Fig. 1: run 1, placement by cell class
Scale bar: 20 µm.
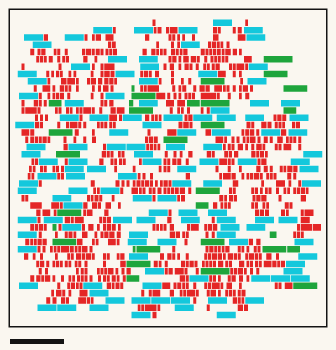
Fig. 2: run 1, wiring heat map
Scale bar: 20 µm. 24 x 24 tiles, from dark purple (low) to yellow (high), scaled to the fullest tile. Values are wire area over tile area, all layers added.
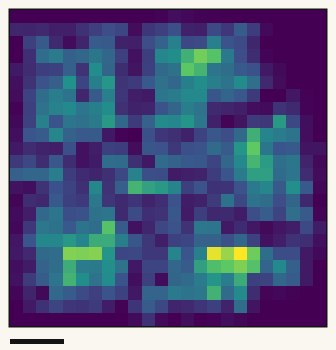
Fig. 3: run 1, port wiring
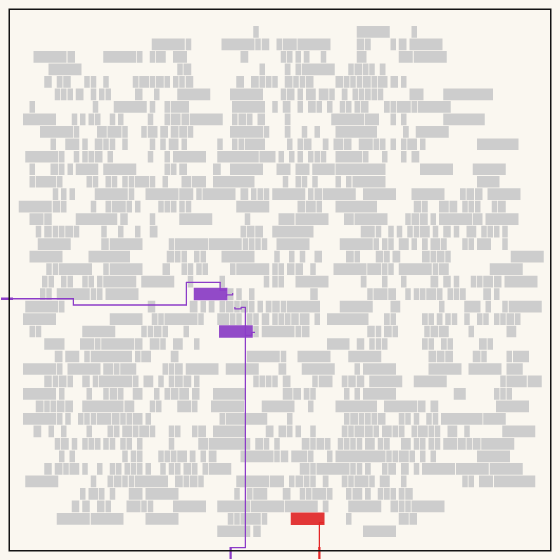
<file path="src/rtl/dir_pkg.sv">
// Shared types for the direction input stage: direction codes as consumed by top1
// and the move-pacing FSM state encoding.
package dir_pkg;

  typedef enum logic [1:0] {
    UP    = 2'b00,
    DOWN  = 2'b01,
    LEFT  = 2'b10,
    RIGHT = 2'b11
  } dir_e;

  typedef enum logic [1:0] {
    IDLE   = 2'd0,
    FIRST  = 2'd1,
    REPEAT = 2'd2
  } mv_state_e;

  // lvl bit order: [0]=up [1]=down [2]=left [3]=right; caller qualifies with |lvl
  function automatic dir_e dir_select(input logic [3:0] lvl);
    if (lvl[0]) return UP;
    if (lvl[1]) return DOWN;
    if (lvl[2]) return LEFT;
    return RIGHT;
  endfunction

endpackage

</file>
<file path="src/rtl/btn_debounce.sv">
// One push-button lane: 2-flop synchroniser followed by a counter debounce that
// only accepts a level held for DEBOUNCE_CYCLES consecutive cycles.
module btn_debounce #(
  parameter int DEBOUNCE_CYCLES = 16,
  parameter int CNT_WIDTH       = 20
) (
  input  logic clk,
  input  logic rst,
  input  logic btn,
  output logic level
);

  logic                 s1, s2;
  logic [CNT_WIDTH-1:0] cnt;

  always_ff @(posedge clk) begin
    if (!rst) begin
      s1    <= 1'b0;
      s2    <= 1'b0;
      level <= 1'b0;
      cnt   <= '0;
    end else begin
      s1 <= btn;
      s2 <= s1;
      if (s2 == level) begin
        cnt <= '0;
      end else if (cnt == CNT_WIDTH'(DEBOUNCE_CYCLES - 1)) begin
        level <= ~level;
        cnt   <= '0;
      end else begin
        cnt <= cnt + CNT_WIDTH'(1);
      end
    end
  end

endmodule

</file>
<file path="src/rtl/dir_input_ctrl.sv">
// Button front end for top1: debounce, direction priority, move strobe pacing and fire edge.
// Build option AUTO_REPEAT_EN: a held direction re-strobes sample every TICK_CYCLES.
module dir_input_ctrl
  import dir_pkg::*;
#(
  parameter int DEBOUNCE_CYCLES = 16,
  parameter int TICK_CYCLES     = 20,
  parameter int CNT_WIDTH       = 20
) (
  input  logic       clk,
  input  logic       rst,
  input  logic       btn_up,
  input  logic       btn_down,
  input  logic       btn_left,
  input  logic       btn_right,
  input  logic       btn_fire,
  input  logic       enable,
  output logic [1:0] keyboard,
  output logic       sample,
  output logic       fire,
  output logic       held
);

  localparam int NUM_BTN = 5;
  // An out-of-range configuration keeps the strobes quiet so it shows up at bring-up.
  localparam bit PARAMS_OK = (DEBOUNCE_CYCLES >= 2) && (TICK_CYCLES >= 2);

  logic [NUM_BTN-1:0] raw, lvl;
  assign raw = {btn_fire, btn_right, btn_left, btn_down, btn_up};

  for (genvar i = 0; i < NUM_BTN; i++) begin : g_btn
    btn_debounce #(
      .DEBOUNCE_CYCLES(DEBOUNCE_CYCLES),
      .CNT_WIDTH      (CNT_WIDTH)
    ) u_db (
      .clk  (clk),
      .rst  (rst),
      .btn  (raw[i]),
      .level(lvl[i])
    );
  end

  mv_state_e state, state_nxt;
  dir_e      kb_q, kb_nxt, sel;
  logic      sample_nxt, fire_q, any_dir, strobe_en;
`ifdef AUTO_REPEAT_EN
  logic [CNT_WIDTH-1:0] tick, tick_nxt;
`endif

  assign any_dir   = |lvl[3:0];
  assign sel       = dir_select(lvl[3:0]);
  assign strobe_en = enable & PARAMS_OK;
  assign keyboard  = kb_q;

  always_comb begin
    state_nxt  = state;
    kb_nxt     = kb_q;
    sample_nxt = 1'b0;
`ifdef AUTO_REPEAT_EN
    tick_nxt   = tick;
`endif
    case (state)
      IDLE: begin
        if (any_dir) begin
          kb_nxt    = sel;
          state_nxt = FIRST;
        end
      end
      FIRST: begin
        sample_nxt = strobe_en;
`ifdef AUTO_REPEAT_EN
        tick_nxt   = '0;
`endif
        state_nxt  = REPEAT;
      end
      REPEAT: begin
        // Release and re-selection win over a due repeat so keyboard never moves under a strobe.
        if (!any_dir) begin
          state_nxt = IDLE;
        end else if (sel != kb_q) begin
          kb_nxt    = sel;
          state_nxt = FIRST;
        end
`ifdef AUTO_REPEAT_EN
        else if (tick == CNT_WIDTH'(TICK_CYCLES - 1)) begin
          sample_nxt = strobe_en;
          tick_nxt   = '0;
        end else begin
          tick_nxt = tick + CNT_WIDTH'(1);
        end
`endif
      end
      default: state_nxt = IDLE;
    endcase
  end

  always_ff @(posedge clk) begin
    if (!rst) begin
      state  <= IDLE;
      kb_q   <= UP;
      sample <= 1'b0;
      fire   <= 1'b0;
      fire_q <= 1'b0;
      held   <= 1'b0;
`ifdef AUTO_REPEAT_EN
      tick   <= '0;
`endif
    end else begin
      state  <= state_nxt;
      kb_q   <= kb_nxt;
      sample <= sample_nxt;
      held   <= any_dir;
      fire_q <= lvl[4];
      fire   <= strobe_en & lvl[4] & ~fire_q;
`ifdef AUTO_REPEAT_EN
      tick   <= tick_nxt;
`endif
    end
  end

endmodule

</file>
<file path="config.mk">
export PLATFORM = sky130hd
export DESIGN_NAME = dir_input_ctrl
export DESIGN_NICKNAME = d
export VERILOG_FILES = /design/src/rtl/dir_pkg.sv /design/src/rtl/btn_debounce.sv /design/src/rtl/dir_input_ctrl.sv
export SDC_FILE = /design/constraint.sdc
export NUM_CORES = 1
export LEC_CHECK = 0
export ABC_AREA = 1
export CAP_MARGIN = 20
export CORE_UTILIZATION = 45
export DETAILED_ROUTE_END_ITERATION = 10
export DONT_BUFFER_PORTS = 1
export HOLD_SLACK_MARGIN = 0.03
export SYNTH_ARGS = -nofsm -noshare
export SYNTH_HDL_FRONTEND = slang
export SYNTH_SLANG_ARGS = --single-unit
</file>
<file path="constraint.sdc">
create_clock -name clk -period 4.5 [get_ports clk]
set_input_delay 1.125 -clock clk [delete_from_list [all_inputs] [get_ports clk]]
set_output_delay 1.125 -clock clk [all_outputs]
set_load 0.005 [all_outputs]
</file>
==> impl_metrics.ini, run 1 <==
; generated from flow reports
[status]
outcome = finished, final reports clean

[pwr]
power.clock.fraction = 0.559
powerSeq_uw = 1100
power_frac_comb = 0.006
cellInternalPower_uw = 2050
power.switching_uw = 476
power-per-cell-area_nw_per_um2 = 373
sw_frac_of_total = 0.188
clock_power_uw = 1420

[place]
place_ws_ns = 2.40
gpl.final_weighted_congestion = 0.888

[critical_path]
crit_path_end_kind = primary output
worstRegToRegCells = 6
worst_setup_path_startpoint = keyboard[1]
flop_to_flop_setup_slack_ns = 2.55
crit_type = flip-flop to primary output
cp_data_required_time_ns = 3.38
cp_data_arrival_time_ns = 0.83
setup.worst_path.end = keyboard[1]
r2r-end = g_btn[4].u_db.cnt[12]

[synth]
netlist.top_cell.by_area = sky130_fd_sc_hd__dfxtp_1
yosysSeqAreaShare = 0.409
synth_chip_area_um2 = 6020
synth-edff-count = 0
synth.top_cells.by_count = sky130_fd_sc_hd__nand2_1 (220), sky130_fd_sc_hd__nor2_1 (176), sky130_fd_sc_hd__dfxtp_1 (123)
synth-async-reset-ratio = 0
syn-cell-area_um2 = 6020

[floorplanning]
die_y_um = 118

[finish]
sequential_cell_area_um2 = 2460
largest_register_ffs = 100
filler_cell_count = 1326
final-nonclk-buf-share = 0
area_growth_syn_to_layout_pct = 12.6
stdcell_count = 1092

[global_routing]
grt_start_max_net_pins = 24
initial_antenna_violation_count = 0
grt_busiest_layer = met2
global_route.usage.met3 = 0.0470

[flow_run]
tool_warnings = 26
drv_cap = 0

[final_timing]
timing.max_slew.rel_slack = 0.528
finalCritPeriodShare = 0.434

[cts]
cts.htree.levels = 4
cts_made_buffers = 17
holdBufCountCts = 0
clock-sinks = 123
clkTransAtPathRegs_ns = 0.05
cts_setup_buffers = 0

[min_path]
min-delay-path-class = flip-flop to flip-flop
whs_endpoint = g_btn[0].u_db.s2

[route]
first_pass_iters = 8
## Picture notes: Fig. 1
class	color	cells	share of their area
combinational and other logic	red	766	53%
clock drivers and dummy loads	green	31	9.5%
flops	cyan	123	38%
cell area after layout: 6780 µm²
fraction of the core area covered by cells at the end of the flow: 0.528
sequential fraction of total cell area: 0.363
core area: 12800 µm²
cell row count: 41

## Picture notes: Fig. 2
mean over tiles	0.15
emptiest ninth of the die	top right
nearly empty tiles	16%
fullest tile	0.65
tiles over half the peak	7.1%
routed vias: 5410
GRT Overall Usage: 0.192
Final Routed Wirelength: 12.7 mm
final routed wire length divided by cell count: 11.6 µm

## Picture notes: Fig. 3
port	color	bits	direction	edge	end cells	buffers	wire
keyboard	purple	2	output	1 left, 1 bottom	2	0	118 µm
held	red	1	output	bottom	1	0	6.50 µm
# port buffers: 0
Top-Level Pins: 13

==> inputs of run 2 (changes only) <==
clock period = 1.65 ns   (was 4.5 ns; I/O delays follow)
Fig. 4: run 2, track usage over the die
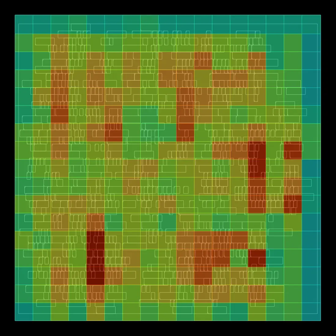
GR met1 Demand/Resource: 0.253
final routed wire length divided by cell count: 11.6 µm

==> run 2 against run 1 <==
Non-clock buffer count increased by 10. Sequential share of layout area is 0.74 points lower. First-iteration DRC count is 5.1% higher. Synthesized cell count did not move. Cell area is 2.1% higher. Routed wire length up 1.3%. Worst hold slack got worse by 0.32 ns. Sequential power rose to 2.7 times the previous value. Critical path depth rose by 7. Synthesized area unchanged. Global-route usage increased by 0.22 points. Register-to-register slack got worse by 2.4 ns.
==> impl_metrics.ini, run 2 <==
; generated from flow reports
[min_path]
min_delay_path_depth = 2
whs_endpoint = g_btn[0].u_db.s1
min-delay-path-class = input port to flip-flop

[synth]
synth-edff-count = 0
synth.top_cells.by_count = sky130_fd_sc_hd__nand2_1 (220), sky130_fd_sc_hd__nor2_1 (176), sky130_fd_sc_hd__dfxtp_1 (123)
synth-async-reset-ratio = 0
syn-cell-area_um2 = 6020
synth_chip_area_um2 = 6020
netlist.top_cell.by_area = sky130_fd_sc_hd__dfxtp_1
yosysSeqAreaShare = 0.409

[pwr]
sw_frac_of_total = 0.196
power_frac_comb = 0.008
powerSeq_uw = 2990
power.static_leakage_uw = 0.00237
power.switching_uw = 1360
power-per-cell-area_nw_per_um2 = 1000
report.power.total_uw = 6930
clock_power_uw = 3880
cellInternalPower_uw = 5580
power.clock.fraction = 0.560

[route]
remaining_antenna_violation_count = 0
drt_wl_total_mm = 12.8
top_layer_used = met4
first_pass_iters = 5
detailroute.via_count = 5467

[final_timing]
final.hold.worst_slack_ns = 0.0967
final-max-slew-violation-count = 0
finalCritPeriodShare = 0.916
timing.max_slew.rel_slack = 0.710
hold_violations = 0

[floorplanning]
num_rows = 41
die_y_um = 118
pin_count = 13
well_tap_count = 172
core_region_area_um2 = 12800

[place]
port_buffers = 0
numPlacedInstances = 1071
gpl.final_weighted_congestion = 0.939
place_ws_ns = 0.0468

[finish]
largest_register_ffs = 100
finish.utilization = 0.540
stdcell_count = 1103
filler_cell_count = 1276
final-nonclk-buf-share = 0.0163
seq-cell-share = 0.356
nClkBuffers = 22
multiInputGateArea_um2 = 3050
area_growth_syn_to_layout_pct = 14.9
stdcell_area_um2 = 6920
sequential_cell_area_um2 = 2460

[global_routing]
grt_use_total = 0.194
initial_antenna_violation_count = 0
global_route.usage.met3 = 0.0489
grt_busiest_layer = met2
grt_start_max_net_pins = 24

[cts]
clkTransAtPathRegs_ns = 0.05
cts_setup_buffers = 0
clock-sinks = 123
cts_made_buffers = 17
holdBufCountCts = 0
cts.htree.levels = 4

[critical_path]
worst_setup_path_startpoint = g_btn[1].u_db.cnt[1]
r2r-end = g_btn[1].u_db.cnt[16]
flop_to_flop_setup_slack_ns = 0.14
worstRegToRegCells = 7
cp_data_required_time_ns = 1.95
crit_path_end_kind = flip-flop
slowest_cell_on_the_critical_path = sky130_fd_sc_hd__dfxtp_1
cp_num_cells = 7
setup.worst_path.end = g_btn[1].u_db.cnt[16]
cp_data_arrival_time_ns = 1.81
crit_type = flip-flop to flip-flop

[status]
outcome = finished, final reports clean

[flow_run]
tool_warnings = 26
drv_cap = 0
Power figures rest on the tool's default switching activity, not on a simulated workload.
